--- src/rtl/muxn_scan.sv ---
// N-to-1 multiplexer with a registered output, selected either manually or by a
// dwell-timed scan sequencer that steps through every channel in turn.
module muxn_scan #(
  parameter int N  = 8,
  parameter int W  = 8,
  parameter int SW = $clog2(N),
  parameter int DW = 8
) (
  input  logic            clk,
  input  logic            reset,
  input  logic [N*W-1:0]  x,
  input  logic [SW-1:0]   sel,
  input  logic            mode,
  input  logic [DW-1:0]   dwell,
  input  logic            en,
  output logic [W-1:0]    y,
  output logic [SW-1:0]   ch,
  output logic            valid,
  output logic            wrap
);

  // One extra bit so N itself is representable when N is a power of two.
  localparam logic [SW:0]   N_EXT   = (SW+1)'(N);
  localparam logic [SW-1:0] LAST_CH = SW'(N-1);

  logic [SW-1:0] ch_q, ch_d;
  logic [DW-1:0] cnt_q, cnt_d;
  logic [W-1:0]  y_q, y_d;
  logic          valid_q, valid_d;
  logic          wrap_q, wrap_d;
  logic [W-1:0]  x_sel;

  always_comb begin
    ch_d    = ch_q;
    cnt_d   = cnt_q;
    valid_d = 1'b0;
    wrap_d  = 1'b0;
    if (en) begin
      valid_d = 1'b1;
      if (!mode) begin
        cnt_d = '0;
        if ({1'b0, sel} < N_EXT) begin
          ch_d = sel;
        end
      end else if (cnt_q >= dwell) begin
        // >= rather than == so a dwell lowered below the running count steps at once.
        cnt_d = '0;
        if (ch_q == LAST_CH) begin
          ch_d   = '0;
          wrap_d = 1'b1;
        end else begin
          ch_d = ch_q + SW'(1);
        end
      end else begin
        cnt_d = cnt_q + DW'(1);
      end
    end
  end

  // Data is picked with the next channel index so y and ch always agree.
  always_comb begin
    x_sel = '0;
    for (int k = 0; k < N; k++) begin
      if (ch_d == SW'(k)) begin
        x_sel = x[k*W +: W];
      end
    end
  end

  assign y_d = en ? x_sel : y_q;

  always_ff @(posedge clk or posedge reset) begin
    if (reset) begin
      ch_q    <= '0;
      cnt_q   <= '0;
      y_q     <= '0;
      valid_q <= 1'b0;
      wrap_q  <= 1'b0;
    end else begin
      ch_q    <= ch_d;
      cnt_q   <= cnt_d;
      y_q     <= y_d;
      valid_q <= valid_d;
      wrap_q  <= wrap_d;
    end
  end

  assign y     = y_q;
  assign ch    = ch_q;
  assign valid = valid_q;
  assign wrap  = wrap_q;

endmodule
--- config.mk ---
export PLATFORM = sky130hd
export DESIGN_NAME = muxn_scan
export DESIGN_NICKNAME = d
export VERILOG_FILES = /design/src/rtl/muxn_scan.sv
export SDC_FILE = /design/constraint.sdc
export NUM_CORES = 1
export LEC_CHECK = 0
export CAP_MARGIN = 20
export CELL_PAD_IN_SITES_DETAIL_PLACEMENT = 0
export CELL_PAD_IN_SITES_GLOBAL_PLACEMENT = 1
export CORE_UTILIZATION = 32
export DETAILED_ROUTE_END_ITERATION = 7
export GPL_ROUTABILITY_DRIVEN = 0
export GPL_TIMING_DRIVEN = 0
export PLACE_DENSITY_LB_ADDON = 0.08
export SLEW_MARGIN = 30
export SYNTH_ARGS = -nofsm -noshare
export SYNTH_HDL_FRONTEND = slang
export SYNTH_SLANG_ARGS = --single-unit
export TNS_END_PERCENT = 5
--- constraint.sdc ---
create_clock -name clk -period 8.39 [get_ports clk]
set_clock_uncertainty 0.2 [all_clocks]
set_input_delay 2.517 -clock clk [delete_from_list [all_inputs] [get_ports clk]]
set_output_delay 2.517 -clock clk [all_outputs]
set_load 0.005 [all_outputs]
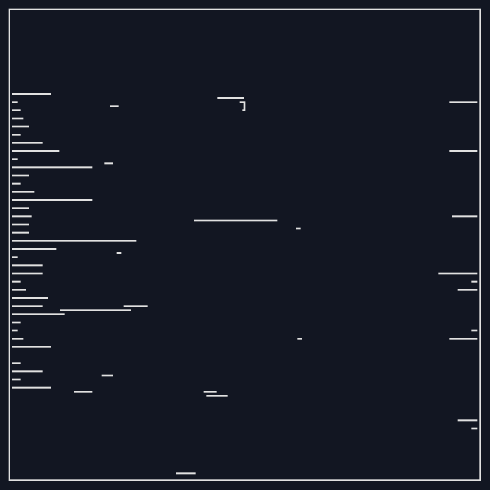
Fig. 1. The metal 3 layer.
(6 px per um)
share of all routed wire	4.4%
main direction	horizontal

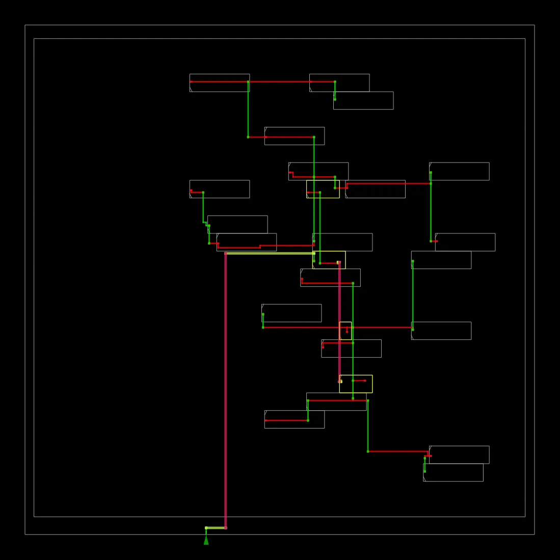
Fig. 2. Clock nets.
Clock buffer cells: 3
Flops: 21

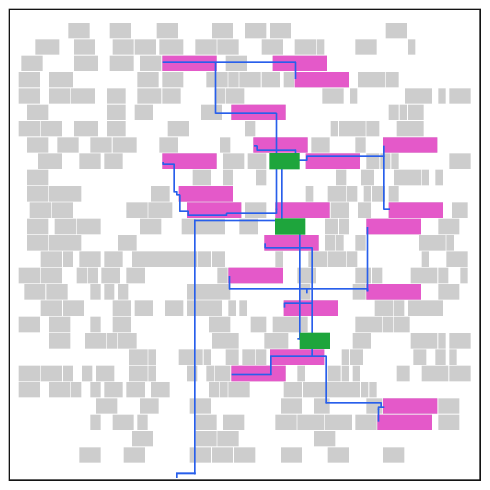
Fig. 3. Clock network drawn from the DEF.
(6 px per um)
[magenta] flip-flops | count: 21
[green] cells driving clock nets | count: 3
[blue] clock wires | length: 329 um
routed clock nets	4

==> run_results.csv <==
group,metric,value,unit
setup_path,r2r_setup_slack,4980,ps
setup_path,path_common_cell,"buf_12",
yosys,top_cells_by_area,"dfrtp_1 28%, ha_1 7.4%, mux2_2 7.3%",
job,max_cap_viol_count,0,
setup_path,cp_slowest_cell,"a211oi_2",
finish,nNetsFinal,380,
clock_tree,postCtsHoldBufs,0,
clock_tree,cts_tree,"yes",
power_and_ir_drop,vdd_drop_max,0.0000671,V
power_and_ir_drop,power.total,366,uW
job,tool_warnings,26,
setup_path,cp.arrival,5670,ps
yosys,ys_sh_mux,0.0941,
global_routing,grt_max_degree,22,
finish,final_cell_count_no_fill,361,
setup_path,start_kind,"primary input",
final_timing,setup_violations,0,
global_routing,grt_pass1_wl,8.74,mm
setup_path,reg2reg_depth,12,
yosys,syn_nets,285,
yosys,synthFlopType,"dfrtp_1",
clock_tree,cts-htree-levels,1,
final_timing,fin_crit_sh,0.682,
outcome,status,"completed",
routing,drt_first_pass_iters,4,
yosys,ys_sh_adder,0.0740,
routing,wirelength,5.33,mm
yosys,ys_seq_share,0.282,
-- state kept, by name, indices dropped and copies added (netlist names) --
register / flops
y: 8
wrap: 1
valid: 1
ch: 3
cnt_q: 8
-- layer usage --
metal	GRT usage	routed length, um	share of wire	vias to the layer above
met5	0	0	0	-
li1	-	-	-	954
met3	0.0209	235	0.044	8
met2	0.313	2660	0.50	68
met4	0.0778	120	0.023	0
met1	0.228	2310	0.43	859
-- worst min path at each step --
stage	end	slack, ps	depth (start not counted)
6_report	y[3]	290	1
3_3_place_gp	y[5]	270	1
5_1_grt	y[1]	320	1
4_1_cts	y[5]	300	1
2_1_floorplan	cnt_q[6]	270	1
3_5_place_dp	y[7]	280	1
-- power breakdown --
| part | switching [uW] | internal [uW] |
|---|---|---|
| clock | 36.0 | 33.2 |
| combinational | 72.3 | 99.0 |
| sequential | 11.0 | 114 |
| total | 119 | 247 |
-- cell usage in the layout, fill, tap and decap left out, types with 2 or more instances in the layout --
cell and count:
o211ai_1 2, and3_1 3, nand4_1 3, o21ai_1 2
nand2_1 10, o21ai_0 22, a311oi_1 7, a221oi_1 14
mux2_2 12, o2bb2ai_1 10, o31ai_1 2, inv_2 2
mux2_4 2, nand2b_1 2, ha_1 11, inv_1 13
or3_1 2, clkbuf_1 5, dfrtp_1 21, nand3_1 12
a21oi_1 4, nor3b_1 2, nor2_2 2, nor2b_1 2
buf_12 2, clkdlybuf4s50_1 90, clkbuf_8 3, nor2_1 2
-- final cells by class --
cell class	instances	area (um^2)	area share
Buffer	9	77.6	0.0268
Tap cell	72	90.1	0.0311
Multi-Input combinational cell	148	1170	0.403
Sequential cell	21	526	0.181
Inverter	17	90.1	0.0311
Timing Repair Buffer	90	901	0.311
Clock inverter	1	5.00	0.00173
Clock buffer	3	41.3	0.0142
Power and IR drop assume default switching activity.
